==> images/floorplan.png <==
Scale bar: 50 um. Pins as bars on the die edge.
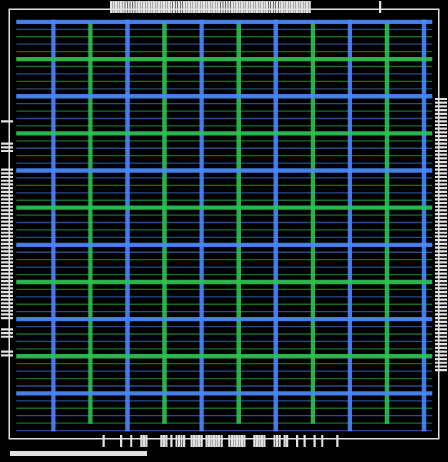
==> images/class_map.png <==
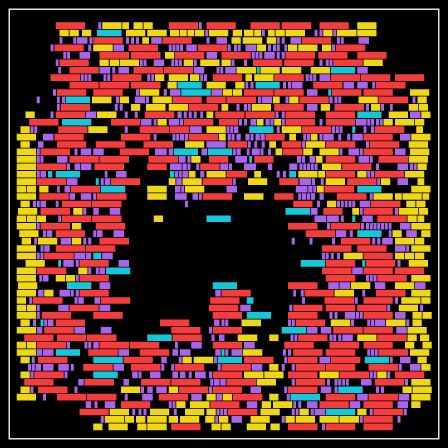
==> images/port_trees.png <==
Scale bar: 50 um.
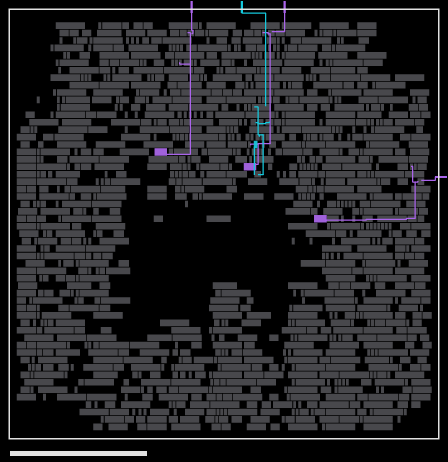
==> images/congestion_map.png <==
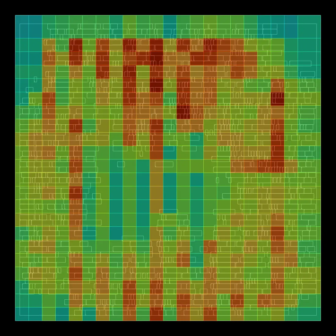
File: src/rtl/pzcorebus_fifo_if.sv
// Corebus configuration package and the pzcorebus_if bundle shared by pzcorebus_fifo and its neighbours.
// A zero width field in pzcorebus_config selects that channel's default payload width.
package pzcorebus_pkg;
    typedef struct packed {
        logic       csr_profile;
        logic [7:0] command_width;
        logic [7:0] data_width;
        logic [7:0] response_width;
    } pzcorebus_config;

    function automatic int get_command_width(pzcorebus_config cfg);
        return (cfg.command_width == 8'd0) ? 40 : int'(cfg.command_width);
    endfunction

    function automatic int get_data_width(pzcorebus_config cfg);
        return (cfg.data_width == 8'd0) ? 32 : int'(cfg.data_width);
    endfunction

    function automatic int get_response_width(pzcorebus_config cfg);
        return (cfg.response_width == 8'd0) ? 40 : int'(cfg.response_width);
    endfunction

    function automatic bit is_memory_profile(pzcorebus_config cfg);
        return !cfg.csr_profile;
    endfunction
endpackage

interface pzcorebus_if #(
    parameter pzcorebus_pkg::pzcorebus_config BUS_CONFIG = '0
);
    localparam int COMMAND_WIDTH  = pzcorebus_pkg::get_command_width(BUS_CONFIG);
    localparam int DATA_WIDTH     = pzcorebus_pkg::get_data_width(BUS_CONFIG);
    localparam int RESPONSE_WIDTH = pzcorebus_pkg::get_response_width(BUS_CONFIG);

    logic                      mcmd_valid;
    logic                      scmd_accept;
    logic [COMMAND_WIDTH-1:0]  mcmd;
    logic                      mdata_valid;
    logic                      sdata_accept;
    logic [DATA_WIDTH-1:0]     mdata;
    logic                      sresp_valid;
    logic                      mresp_accept;
    logic [RESPONSE_WIDTH-1:0] sresp;

    modport master (
        output mcmd_valid, mcmd, mdata_valid, mdata, mresp_accept,
        input  scmd_accept, sdata_accept, sresp_valid, sresp
    );

    modport slave (
        input  mcmd_valid, mcmd, mdata_valid, mdata, mresp_accept,
        output scmd_accept, sdata_accept, sresp_valid, sresp
    );
endinterface

File: src/rtl/pzcorebus_fifo.sv
// Corebus buffer with independent command, write-data and response FIFOs (depth 0 = wire bypass).
// Optional peak-occupancy tracking is built when PZCOREBUS_FIFO_WATERMARK_EN is defined.
module pzcorebus_fifo_channel #(
    parameter int DEPTH     = 2,
    parameter int THRESHOLD = DEPTH,
    parameter int WIDTH     = 8,
    parameter int CNT_W     = (DEPTH == 0) ? 1 : $clog2(DEPTH + 1)
) (
    input  logic             i_clk,
    input  logic             i_rst_n,
    input  logic             i_valid,
    output logic             o_accept,
    input  logic [WIDTH-1:0] i_payload,
    output logic             o_valid,
    input  logic             i_accept,
    output logic [WIDTH-1:0] o_payload,
    output logic [CNT_W-1:0] o_count,
    output logic             o_empty,
    output logic             o_almost_full,
    output logic             o_full
);
    localparam int PTR_W = (DEPTH > 1) ? $clog2(DEPTH) : 1;

    function automatic logic [PTR_W-1:0] next_ptr(input logic [PTR_W-1:0] ptr);
        return (ptr == PTR_W'(DEPTH - 1)) ? '0 : ptr + PTR_W'(1);
    endfunction

    if (DEPTH == 0) begin : g_bypass
        logic unused_bypass;
        assign unused_bypass = i_clk ^ i_rst_n;
        assign o_valid       = i_valid;
        assign o_payload     = i_payload;
        assign o_accept      = i_accept;
        assign o_count       = '0;
        assign o_empty       = 1'b1;
        assign o_almost_full = 1'b0;
        assign o_full        = 1'b0;
    end else begin : g_fifo
        logic [WIDTH-1:0] mem_q [DEPTH];
        logic [PTR_W-1:0] wptr_q;
        logic [PTR_W-1:0] rptr_q;
        logic [CNT_W-1:0] count_q;
        logic [CNT_W-1:0] count_d;
        logic             almost_full_q;
        logic             push;
        logic             pop;

        // Accept and valid come only from registered state, so a full FIFO cannot push through.
        assign o_full        = (count_q == CNT_W'(DEPTH));
        assign o_empty       = (count_q == '0);
        assign o_accept      = i_rst_n && !o_full;
        assign o_valid       = !o_empty;
        assign o_payload     = mem_q[rptr_q];
        assign o_count       = count_q;
        assign o_almost_full = almost_full_q;
        assign push          = i_valid && o_accept;
        assign pop           = o_valid && i_accept;

        always_comb begin
            count_d = count_q;
            if (push && !pop) begin
                count_d = count_q + CNT_W'(1);
            end else if (pop && !push) begin
                count_d = count_q - CNT_W'(1);
            end
        end

        always_ff @(posedge i_clk) begin
            if (!i_rst_n) begin
                wptr_q        <= '0;
                rptr_q        <= '0;
                count_q       <= '0;
                almost_full_q <= 1'b0;
                for (int i = 0; i < DEPTH; i++) begin
                    mem_q[i] <= '0;
                end
            end else begin
                if (push) begin
                    mem_q[wptr_q] <= i_payload;
                    wptr_q        <= next_ptr(wptr_q);
                end
                if (pop) begin
                    rptr_q <= next_ptr(rptr_q);
                end
                count_q       <= count_d;
                almost_full_q <= (count_d >= CNT_W'(THRESHOLD));
            end
        end
    end
endmodule

module pzcorebus_fifo
    import pzcorebus_pkg::*;
#(
    parameter pzcorebus_config BUS_CONFIG         = '0,
    parameter int              COMMAND_DEPTH      = 2,
    parameter int              DATA_DEPTH         = 2,
    parameter int              RESPONSE_DEPTH     = 2,
    parameter int              COMMAND_THRESHOLD  = COMMAND_DEPTH,
    parameter int              DATA_THRESHOLD     = DATA_DEPTH,
    parameter int              RESPONSE_THRESHOLD = RESPONSE_DEPTH,
    parameter bit              SVA_CHECKER        = 1'b1,
    localparam int CMD_CNT_W  = (COMMAND_DEPTH == 0) ? 1 : $clog2(COMMAND_DEPTH + 1),
    localparam int DATA_CNT_W = (DATA_DEPTH == 0) ? 1 : $clog2(DATA_DEPTH + 1),
    localparam int RESP_CNT_W = (RESPONSE_DEPTH == 0) ? 1 : $clog2(RESPONSE_DEPTH + 1)
`ifdef PZCOREBUS_FIFO_WATERMARK_EN
    ,
    localparam int MAX_DEPTH = (COMMAND_DEPTH > DATA_DEPTH)
        ? ((COMMAND_DEPTH > RESPONSE_DEPTH) ? COMMAND_DEPTH : RESPONSE_DEPTH)
        : ((DATA_DEPTH > RESPONSE_DEPTH) ? DATA_DEPTH : RESPONSE_DEPTH),
    localparam int WM_W = (MAX_DEPTH == 0) ? 1 : $clog2(MAX_DEPTH + 1)
`endif
) (
    input  logic                  i_clk,
    input  logic                  i_rst_n,
    pzcorebus_if.slave            slave_if,
    pzcorebus_if.master           master_if,
    output logic [2:0]            o_empty,
    output logic [2:0]            o_almost_full,
    output logic [2:0]            o_full,
    output logic [CMD_CNT_W-1:0]  o_command_count,
    output logic [DATA_CNT_W-1:0] o_data_count,
    output logic [RESP_CNT_W-1:0] o_response_count
`ifdef PZCOREBUS_FIFO_WATERMARK_EN
    ,
    input  logic                  i_watermark_clear,
    output logic [3*WM_W-1:0]     o_watermark
`endif
);
    localparam int CMD_W  = get_command_width(BUS_CONFIG);
    localparam int DATA_W = get_data_width(BUS_CONFIG);
    localparam int RESP_W = get_response_width(BUS_CONFIG);

    logic cmd_empty, cmd_afull, cmd_full;
    logic data_empty, data_afull, data_full;
    logic resp_empty, resp_afull, resp_full;

    pzcorebus_fifo_channel #(
        .DEPTH(COMMAND_DEPTH), .THRESHOLD(COMMAND_THRESHOLD), .WIDTH(CMD_W), .CNT_W(CMD_CNT_W)
    ) u_command (
        .i_clk(i_clk), .i_rst_n(i_rst_n),
        .i_valid(slave_if.mcmd_valid), .o_accept(slave_if.scmd_accept), .i_payload(slave_if.mcmd),
        .o_valid(master_if.mcmd_valid), .i_accept(master_if.scmd_accept), .o_payload(master_if.mcmd),
        .o_count(o_command_count), .o_empty(cmd_empty), .o_almost_full(cmd_afull), .o_full(cmd_full)
    );

    // Write data only travels on memory-profile buses.
    if (is_memory_profile(BUS_CONFIG)) begin : g_data
        pzcorebus_fifo_channel #(
            .DEPTH(DATA_DEPTH), .THRESHOLD(DATA_THRESHOLD), .WIDTH(DATA_W), .CNT_W(DATA_CNT_W)
        ) u_data (
            .i_clk(i_clk), .i_rst_n(i_rst_n),
            .i_valid(slave_if.mdata_valid), .o_accept(slave_if.sdata_accept), .i_payload(slave_if.mdata),
            .o_valid(master_if.mdata_valid), .i_accept(master_if.sdata_accept), .o_payload(master_if.mdata),
            .o_count(o_data_count), .o_empty(data_empty), .o_almost_full(data_afull), .o_full(data_full)
        );
    end else begin : g_no_data
        logic unused_data;
        assign unused_data            = ^{slave_if.mdata_valid, slave_if.mdata, master_if.sdata_accept};
        assign slave_if.sdata_accept  = 1'b0;
        assign master_if.mdata_valid  = 1'b0;
        assign master_if.mdata        = '0;
        assign o_data_count           = '0;
        assign data_empty             = 1'b1;
        assign data_afull             = 1'b0;
        assign data_full              = 1'b0;
    end

    pzcorebus_fifo_channel #(
        .DEPTH(RESPONSE_DEPTH), .THRESHOLD(RESPONSE_THRESHOLD), .WIDTH(RESP_W), .CNT_W(RESP_CNT_W)
    ) u_response (
        .i_clk(i_clk), .i_rst_n(i_rst_n),
        .i_valid(master_if.sresp_valid), .o_accept(master_if.mresp_accept), .i_payload(master_if.sresp),
        .o_valid(slave_if.sresp_valid), .i_accept(slave_if.mresp_accept), .o_payload(slave_if.sresp),
        .o_count(o_response_count), .o_empty(resp_empty), .o_almost_full(resp_afull), .o_full(resp_full)
    );

    assign o_empty       = {resp_empty, data_empty, cmd_empty};
    assign o_almost_full = {resp_afull, data_afull, cmd_afull};
    assign o_full        = {resp_full, data_full, cmd_full};

`ifdef PZCOREBUS_FIFO_WATERMARK_EN
    logic [WM_W-1:0] count_ext   [3];
    logic [WM_W-1:0] watermark_q [3];

    assign count_ext[0] = WM_W'(o_command_count);
    assign count_ext[1] = WM_W'(o_data_count);
    assign count_ext[2] = WM_W'(o_response_count);

    // Tracks the registered count, so the peak lands one cycle after the count moves.
    always_ff @(posedge i_clk) begin
        for (int i = 0; i < 3; i++) begin
            if (!i_rst_n) begin
                watermark_q[i] <= '0;
            end else if (i_watermark_clear || (count_ext[i] > watermark_q[i])) begin
                watermark_q[i] <= count_ext[i];
            end
        end
    end

    assign o_watermark = {watermark_q[2], watermark_q[1], watermark_q[0]};
`endif

    if (SVA_CHECKER && (COMMAND_DEPTH > 0)) begin : g_sva_cmd
        assert property (@(posedge i_clk) disable iff (!i_rst_n)
            (master_if.mcmd_valid && !master_if.scmd_accept)
                |=> (master_if.mcmd_valid && $stable(master_if.mcmd)));
    end
    if (SVA_CHECKER && (DATA_DEPTH > 0)) begin : g_sva_data
        assert property (@(posedge i_clk) disable iff (!i_rst_n)
            (master_if.mdata_valid && !master_if.sdata_accept)
                |=> (master_if.mdata_valid && $stable(master_if.mdata)));
    end
    if (SVA_CHECKER && (RESPONSE_DEPTH > 0)) begin : g_sva_resp
        assert property (@(posedge i_clk) disable iff (!i_rst_n)
            (slave_if.sresp_valid && !slave_if.mresp_accept)
                |=> (slave_if.sresp_valid && $stable(slave_if.sresp)));
    end
endmodule
File: src/flat_wrapper.sv
// flat-port wrapper written by rule: the top's interface ports become plain ports
module pzcorebus_fifo_flat import pzcorebus_pkg::*;
#(
    parameter pzcorebus_config BUS_CONFIG         = '0,
    parameter int              COMMAND_DEPTH      = 2,
    parameter int              DATA_DEPTH         = 2,
    parameter int              RESPONSE_DEPTH     = 2,
    parameter int              COMMAND_THRESHOLD  = COMMAND_DEPTH,
    parameter int              DATA_THRESHOLD     = DATA_DEPTH,
    parameter int              RESPONSE_THRESHOLD = RESPONSE_DEPTH,
    parameter bit              SVA_CHECKER        = 1'b1,
    localparam int CMD_CNT_W  = (COMMAND_DEPTH == 0) ? 1 : $clog2(COMMAND_DEPTH + 1),
    localparam int DATA_CNT_W = (DATA_DEPTH == 0) ? 1 : $clog2(DATA_DEPTH + 1),
    localparam int RESP_CNT_W = (RESPONSE_DEPTH == 0) ? 1 : $clog2(RESPONSE_DEPTH + 1)

)
  (i_clk, i_rst_n, o_empty, o_almost_full, o_full, o_command_count, o_data_count, o_response_count, slave_if_mcmd_valid, slave_if_mcmd, slave_if_mdata_valid, slave_if_mdata, slave_if_mresp_accept, slave_if_scmd_accept, slave_if_sdata_accept, slave_if_sresp_valid, slave_if_sresp, master_if_mcmd_valid, master_if_mcmd, master_if_mdata_valid, master_if_mdata, master_if_mresp_accept, master_if_scmd_accept, master_if_sdata_accept, master_if_sresp_valid, master_if_sresp);
  pzcorebus_if #(.BUS_CONFIG(BUS_CONFIG)) slave_if_i ();
  pzcorebus_if #(.BUS_CONFIG(BUS_CONFIG)) master_if_i ();
  input  logic i_clk;
  input  logic i_rst_n;
  output logic [2:0] o_empty;
  output logic [2:0] o_almost_full;
  output logic [2:0] o_full;
  output logic [CMD_CNT_W-1:0] o_command_count;
  output logic [DATA_CNT_W-1:0] o_data_count;
  output logic [RESP_CNT_W-1:0] o_response_count;
  input wire logic [$bits(slave_if_i.mcmd_valid)-1:0] slave_if_mcmd_valid;
  input wire logic [$bits(slave_if_i.mcmd)-1:0] slave_if_mcmd;
  input wire logic [$bits(slave_if_i.mdata_valid)-1:0] slave_if_mdata_valid;
  input wire logic [$bits(slave_if_i.mdata)-1:0] slave_if_mdata;
  input wire logic [$bits(slave_if_i.mresp_accept)-1:0] slave_if_mresp_accept;
  output wire logic [$bits(slave_if_i.scmd_accept)-1:0] slave_if_scmd_accept;
  output wire logic [$bits(slave_if_i.sdata_accept)-1:0] slave_if_sdata_accept;
  output wire logic [$bits(slave_if_i.sresp_valid)-1:0] slave_if_sresp_valid;
  output wire logic [$bits(slave_if_i.sresp)-1:0] slave_if_sresp;
  output wire logic [$bits(master_if_i.mcmd_valid)-1:0] master_if_mcmd_valid;
  output wire logic [$bits(master_if_i.mcmd)-1:0] master_if_mcmd;
  output wire logic [$bits(master_if_i.mdata_valid)-1:0] master_if_mdata_valid;
  output wire logic [$bits(master_if_i.mdata)-1:0] master_if_mdata;
  output wire logic [$bits(master_if_i.mresp_accept)-1:0] master_if_mresp_accept;
  input wire logic [$bits(master_if_i.scmd_accept)-1:0] master_if_scmd_accept;
  input wire logic [$bits(master_if_i.sdata_accept)-1:0] master_if_sdata_accept;
  input wire logic [$bits(master_if_i.sresp_valid)-1:0] master_if_sresp_valid;
  input wire logic [$bits(master_if_i.sresp)-1:0] master_if_sresp;
  assign slave_if_i.mcmd_valid = slave_if_mcmd_valid;
  assign slave_if_i.mcmd = slave_if_mcmd;
  assign slave_if_i.mdata_valid = slave_if_mdata_valid;
  assign slave_if_i.mdata = slave_if_mdata;
  assign slave_if_i.mresp_accept = slave_if_mresp_accept;
  assign slave_if_scmd_accept = slave_if_i.scmd_accept;
  assign slave_if_sdata_accept = slave_if_i.sdata_accept;
  assign slave_if_sresp_valid = slave_if_i.sresp_valid;
  assign slave_if_sresp = slave_if_i.sresp;
  assign master_if_mcmd_valid = master_if_i.mcmd_valid;
  assign master_if_mcmd = master_if_i.mcmd;
  assign master_if_mdata_valid = master_if_i.mdata_valid;
  assign master_if_mdata = master_if_i.mdata;
  assign master_if_mresp_accept = master_if_i.mresp_accept;
  assign master_if_i.scmd_accept = master_if_scmd_accept;
  assign master_if_i.sdata_accept = master_if_sdata_accept;
  assign master_if_i.sresp_valid = master_if_sresp_valid;
  assign master_if_i.sresp = master_if_sresp;
  pzcorebus_fifo #(.BUS_CONFIG(BUS_CONFIG), .COMMAND_DEPTH(COMMAND_DEPTH), .DATA_DEPTH(DATA_DEPTH), .RESPONSE_DEPTH(RESPONSE_DEPTH), .COMMAND_THRESHOLD(COMMAND_THRESHOLD), .DATA_THRESHOLD(DATA_THRESHOLD), .RESPONSE_THRESHOLD(RESPONSE_THRESHOLD), .SVA_CHECKER(SVA_CHECKER)) u_core (.i_clk(i_clk), .i_rst_n(i_rst_n), .slave_if(slave_if_i), .master_if(master_if_i), .o_empty(o_empty), .o_almost_full(o_almost_full), .o_full(o_full), .o_command_count(o_command_count), .o_data_count(o_data_count), .o_response_count(o_response_count));
endmodule
File: config.mk
export PLATFORM = sky130hd
export DESIGN_NAME = pzcorebus_fifo_flat
export DESIGN_NICKNAME = d
export VERILOG_FILES = /design/src/rtl/pzcorebus_fifo_if.sv /design/src/rtl/pzcorebus_fifo.sv /design/src/flat_wrapper.sv
export SDC_FILE = /design/constraint.sdc
export NUM_CORES = 1
export LEC_CHECK = 0
export ABC_AREA = 1
export CORE_MARGIN = 2
export CORE_UTILIZATION = 45
export CTS_CLUSTER_DIAMETER = 50
export DETAILED_ROUTE_END_ITERATION = 12
export PLACE_DENSITY = 0.86
export REMOVE_ABC_BUFFERS = 1
export SYNTH_ARGS = -nofsm -noshare
export SYNTH_HDL_FRONTEND = slang
export SYNTH_SLANG_ARGS = --single-unit
File: constraint.sdc
create_clock -name i_clk -period 2.55 [get_ports i_clk]
set_input_delay 0.51 -clock i_clk [delete_from_list [all_inputs] [get_ports i_clk]]
set_output_delay 0.51 -clock i_clk [all_outputs]
set_load 0.1 [all_outputs]
==> results.py <==
# Generated from Yosys and OpenROAD reports
metrics = {
    "drt": {
        "drtPass1Iterations": 4,
        "vias_per_cell": 4.86,
        "wl_met2_um": 13300,
        "wl_um": 24800,
        "m1WireLength_um": 9280,
        "drcViolationCount": 0,
        "top_layer": "met4",
    },
    "clock_network": {
        "hold_buffers": 0,
        "ctsResizeCount": 0,
        "clk_pin_slew_worst_paths_ns": 0.06,
        "post_cts_buffers": 0,
        "clk_latency_ns": 0.52,
        "cts_made_buffers": 27,
    },
    "outcome": {
        "status": "completed",
    },
    "layout": {
        "clkbuf_count": 31,
        "area_growth_pct": 46.6,
        "clock_cell_area_share": 0.0583,
        "buf_share": 0.253,
        "logic_gates": 411,
        "logic_area_um2": 2650,
        "sh_seq_area": 0.458,
        "top_regs": "u_core.u_command.g_fifo.mem_q: 80 flops, u_core.u_response.g_fifo.mem_q: 80 flops, u_core.g_data.u_data.g_fifo.mem_q: 64 flops",
        "antenna_cells": 1,
    },
    "synth": {
        "yosysUniqueCellTypes": 23,
        "logic_family": "multiplexers",
        "top_cell_area_share": 0.641,
        "top_cells_by_count": "224 x edfxtp_1, 201 x nor2_1, 132 x inv_1, 112 x mux2_2, 39 x nor2_2",
        "yosysWarnings": 0,
        "synth_stat.cells": 833,
        "ys_seq_share": 0.672,
        "async_flop_share": 0,
        "synthTopCellsByArea": "edfxtp_1 64%, mux2_2 12%, nor2_1 7.2%",
        "syn_inst": 833,
        "ys_chip_area_um2": 10500,
        "top_cell": "edfxtp_1",
    },
    "power": {
        "clk-power_mw": 3.92,
        "p_seq_mw": 4.79,
        "p_clk_frac": 0.261,
        "leakage_nw": 6.50,
        "power-top-group": "combinational logic",
    },
    "worst_setup_path": {
        "cp_data_required_time_ns": 2.04,
        "r2r-end": "u_core.u_command.g_fifo.mem_q[0][7]",
        "worstSetupPathType": "flip-flop to output port",
    },
    "grt": {
        "grt_most_used_layer": "met2",
    },
    "worst_hold_path": {
        "hold_start": "u_core.u_response.g_fifo.wptr_q",
        "hold_depth": 2,
    },
    "floorplan": {
        "fp-utilization": 0.461,
    },
    "final_timing": {
        "hold_slack_ns": 0.480,
    },
}
## Picture notes: floorplan.png
| net | color |
|---|---|
| VSS | blue |
| VDD | green |
met1 rails: 56
signal pins: 253
VDD IR-drop max: 0.000682 V
Die W: 157 um
DIE HEIGHT: 157 um

## Picture notes: class_map.png
| class | color | cells | share of their area |
|---|---|---|---|
| remaining buffers and delay cells | yellow | 272 | 26% |
| remaining logic cells | purple | 544 | 21% |
| registers | red | 240 | 47% |
| clock drivers and dummy loads | cyan | 47 | 6.0% |

## Picture notes: port_trees.png
| port | color | bits | direction | end cells | buffers | wire |
|---|---|---|---|---|---|---|
| `slave_if_sdata_accept` | cyan | 1 | output | 1 | 2 | 90.9 um |
| `o_empty` | purple | 3 | output | 3 | 3 | 202 um |
buffers added on ports: 252
# IOs: 253

## Picture notes: congestion_map.png
fin util: 0.675
GR Util met3: 0.0379
drt wl/cell: 17.5 um
GR Layer Usage met1: 0.234
GR Util All Layers: 0.199

kinds of logic after synthesis:
kind of cell / after synthesis
AND/OR/NAND/NOR: 274
flip-flops: 240
buffers and inverters: 182
multiplexers: 112
AND-OR/OR-AND: 12
adder cells (fa/ha/maj): 10
XOR/XNOR: 3
metrics by stage:
stage	utilization	instance area, um^2	worst slack [ns]	total power, mW	setup TNS (ns)
3_5_place_dp	0.635	14500	0.212	11.2	0
6_report	0.675	15400	0.182	15.0	0
4_1_cts	0.675	15400	0.158	15.1	0
5_1_grt	0.675	15400	0.113	15.4	0
3_3_place_gp	0.635	14500	0.248	11.1	0
2_1_floorplan	-	10200	-3.70	8.91	-1125.53
critical path: stages, from the launching register on:
cell and delay (ns):
dfxtp_1 0.31, buf_4 0.40, mux2_2 0.44, buf_12 0.18
Power and IR drop assume default switching activity.
